[config.mk]
export PLATFORM = sky130hd
export DESIGN_NAME = fpu_stim_gen
export DESIGN_NICKNAME = d
export VERILOG_FILES = /design/src/rtl/fpu_stim_gen.sv
export SDC_FILE = /design/constraint.sdc
export NUM_CORES = 1
export LEC_CHECK = 0
export CORE_AREA = 2 2 149 151
export CTS_CLUSTER_SIZE = 16
export DETAILED_ROUTE_END_ITERATION = 12
export DIE_AREA = 0 0 151 153
export PLACE_DENSITY_LB_ADDON = 0.12
export SLEW_MARGIN = 30
export SYNTH_ARGS = -nofsm -noshare
export SYNTH_HDL_FRONTEND = slang
export SYNTH_SLANG_ARGS = --single-unit
export TNS_END_PERCENT = 20
[constraint.sdc]
create_clock -name Clock -period 3.7 [get_ports Clock]
set_input_delay 0.74 -clock Clock [delete_from_list [all_inputs] [get_ports Clock]]
set_output_delay 0.74 -clock Clock [all_outputs]
set_load 0.05 [all_outputs]
[src/rtl/fpu_stim_gen.sv]
// fpu_stim_gen: issues directed then LFSR operand vectors to an FPU and tallies results, errors and timeouts.
module fpu_stim_gen #(
    parameter int unsigned NUM_VEC = 256,
    parameter int unsigned TIMEOUT = 15,
    parameter logic [31:0] SEED_A  = 32'hACE1_2345,
    parameter logic [31:0] SEED_B  = 32'h1357_9BDF
) (
    input  logic        Clock,
    input  logic        Reset,
    input  logic        run,
    input  logic        done_in,
    input  logic [31:0] Y,
    input  logic        Error,
    input  logic        Overflow,
    output logic [31:0] A,
    output logic [31:0] B,
    output logic [1:0]  Sel,
    output logic [1:0]  round,
    output logic        start,
    output logic        busy,
    output logic        finished,
    output logic [15:0] vec_cnt,
    output logic [15:0] err_cnt,
    output logic [15:0] to_cnt,
    output logic [31:0] last_y
);
    localparam logic [2:0] IDLE = 3'd0, ISSUE = 3'd1, WAIT = 3'd2, CAPTURE = 3'd3, DONE = 3'd4;
    localparam logic [31:0] MASK = 32'h8020_0003;
    // an all-zero seed would lock the LFSR, so it is replaced by 1
    localparam logic [31:0] RA = (SEED_A == 32'h0) ? 32'h1 : SEED_A;
    localparam logic [31:0] RB = (SEED_B == 32'h0) ? 32'h1 : SEED_B;
    localparam logic [15:0] NV = NUM_VEC[15:0];
    localparam logic [16:0] TO = TIMEOUT[16:0];

    function automatic logic [31:0] lfsr_step(input logic [31:0] x);
        return {1'b0, x[31:1]} ^ (x[0] ? MASK : 32'h0);
    endfunction

    function automatic logic [15:0] sat_inc(input logic [15:0] x);
        return (x == 16'hFFFF) ? x : x + 16'd1;
    endfunction

    function automatic logic [63:0] vec_ops(input logic [15:0] idx, input logic [31:0] la, input logic [31:0] lb);
        return (idx == 16'd0) ? {32'h0000_0000, 32'h3F80_0000} :
               (idx == 16'd1) ? {32'h7F80_0000, 32'h7F80_0000} :
               (idx == 16'd2) ? {32'h7FC0_0000, 32'h3F80_0000} :
               (idx == 16'd3) ? {32'h7F7F_FFFF, 32'h7F7F_FFFF} : {la, lb};
    endfunction

    logic [2:0]  state, nxt;
    logic [15:0] wait_cnt, vec_inc;
    logic [31:0] lfsr_a, lfsr_b, step_a, step_b;
    logic        timed_out;

    assign vec_inc   = sat_inc(vec_cnt);
    assign step_a    = lfsr_step(lfsr_a);
    assign step_b    = lfsr_step(lfsr_b);
    assign timed_out = ({1'b0, wait_cnt} + 17'd1) >= TO;
    assign Sel       = vec_cnt[1:0];
    assign round     = vec_cnt[3:2];

    always_comb begin
        nxt = IDLE;
        case (state)
            IDLE:    nxt = run ? ISSUE : IDLE;
            ISSUE:   nxt = run ? WAIT : IDLE;
            WAIT:    nxt = !run ? IDLE : (done_in || timed_out) ? CAPTURE : WAIT;
            CAPTURE: nxt = !run ? IDLE : (vec_inc == NV) ? DONE : ISSUE;
            DONE:    nxt = run ? DONE : IDLE;
            default: nxt = IDLE;
        endcase
    end

    always_ff @(posedge Clock or negedge Reset) begin
        if (!Reset) begin
            state    <= IDLE;
            A        <= '0;
            B        <= '0;
            start    <= 1'b0;
            busy     <= 1'b0;
            finished <= 1'b0;
            vec_cnt  <= '0;
            err_cnt  <= '0;
            to_cnt   <= '0;
            last_y   <= '0;
            wait_cnt <= '0;
            lfsr_a   <= RA;
            lfsr_b   <= RB;
        end else begin
            state    <= nxt;
            start    <= nxt == ISSUE;
            busy     <= nxt inside {ISSUE, WAIT, CAPTURE};
            finished <= nxt == DONE;
            case (state)
                IDLE: if (run) begin
                    vec_cnt <= '0;
                    err_cnt <= '0;
                    to_cnt  <= '0;
                    last_y  <= '0;
                    lfsr_a  <= RA;
                    lfsr_b  <= RB;
                    {A, B}  <= vec_ops(16'd0, RA, RB);
                end
                ISSUE: wait_cnt <= '0;
                WAIT: if (run && !done_in) begin
                    wait_cnt <= wait_cnt + 16'd1;
                    if (timed_out) to_cnt <= sat_inc(to_cnt);
                end
                CAPTURE: begin
                    last_y  <= Y;
                    vec_cnt <= vec_inc;
                    lfsr_a  <= step_a;
                    lfsr_b  <= step_b;
                    if (Error || Overflow) err_cnt <= sat_inc(err_cnt);
                    // operands for the next vector are ready by its ISSUE cycle
                    if (nxt == ISSUE) {A, B} <= vec_ops(vec_inc, step_a, step_b);
                end
                default: ;
            endcase
        end
    end
endmodule
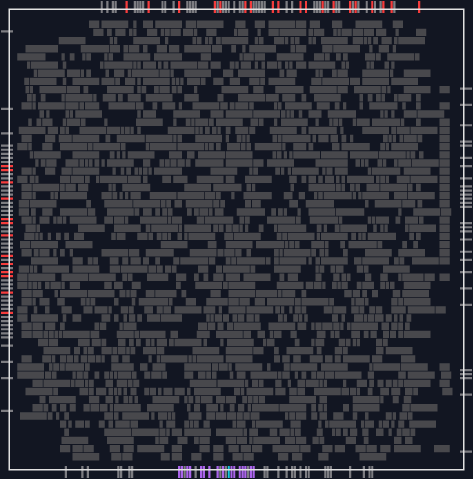
*I/O pins on the die edge*
(3 px per um) Pins as bars across the die edge, other pins in gray.
- cyan: `Overflow` (pins 1; direction input; edge south)
- red: `last_y` (pins 32; direction output; edge 19 north, 13 west)
- purple: `err_cnt` (pins 16; direction output; edge south)

==> flow_summary.yaml <==
# physical design summary
status:
  status: "finished, final reports clean"
synth:
  syn-mean-instance-area_um2: 9.31
  yosys-top-cells-count: "sky130_fd_sc_hd__dfrtp_1, sky130_fd_sc_hd__nand2_1, sky130_fd_sc_hd__nand3_1, sky130_fd_sc_hd__nor2_1, sky130_fd_sc_hd__o21ai_0"
  yosys.area_share.aoi_pct: 16.1
worst_setup_path:
  cpLargestDelayFamily: "simple AND/OR/NAND/NOR gates"
  r2r-end: "B[25]"
  r2r_setup_slack_ns: 0.34
  critPathLaunchType: "flop"
  critical_path_class: "flop to flop"
  crit_cells: 9
  path_max_fanout: 45
  r2r.worst_path.cells: 9
global_routing:
  total_global_route_track_usage_pct: 25.3
  globalRouteOverflowTotal: 0
finish:
  inverter_count: 9
  nFillCells: 1762
  layout.clock.cell_area_share_pct: 6.08
floorplanning:
  die_width_um: 151
power:
  netSwitchingPower_w: 0.00272
detailed_routing:
  route.vias.total: 9716
  detail_route.drc_violations: 0
clocking:
  cts_resized: 0
  cts-buffers-inserted: 26
sta:
  rsz0062_at_grt: "false"
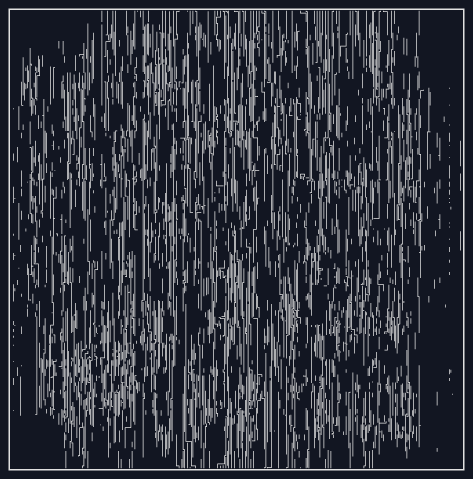
*Met2 routing*
(3 px per um)
- nets with wire on the layer: 1152
- wire length on this layer: 13800 um
- main direction: vertical
- share of all routed wire: 48%

-- power by group through the flow --
stage | Clock [W] | Combinational, W | Sequential [W]
floorplan | 0 | 0.000978 | 0.00363
global placement | 0 | 0.00214 | 0.00314
detailed placement | 0 | 0.00217 | 0.00314
CTS | 0.00264 | 0.00218 | 0.00311
global route | 0.00275 | 0.00234 | 0.00316
finish | 0.00259 | 0.00216 | 0.00311
-- per-layer routing --
layer  vias to the layer above  routed length (um)  global-route usage, %
li1                       4613                   -                      -
met1                      4810               12900                   36.9
met2                       256               13800                   39.6
met3                        37                1600                   4.63
met4                         0                 487                   5.92
met5                         -                   0                      0
-- stage by stage --
step	util, %	setup slack [ns]
final	66.7	0.341
after floorplan	-	0.403
after global routing	66.7	0.0549
after detailed placement	62.6	0.296
after global placement	62.6	0.435
after CTS	66.7	0.271
Power and IR drop assume default switching activity.
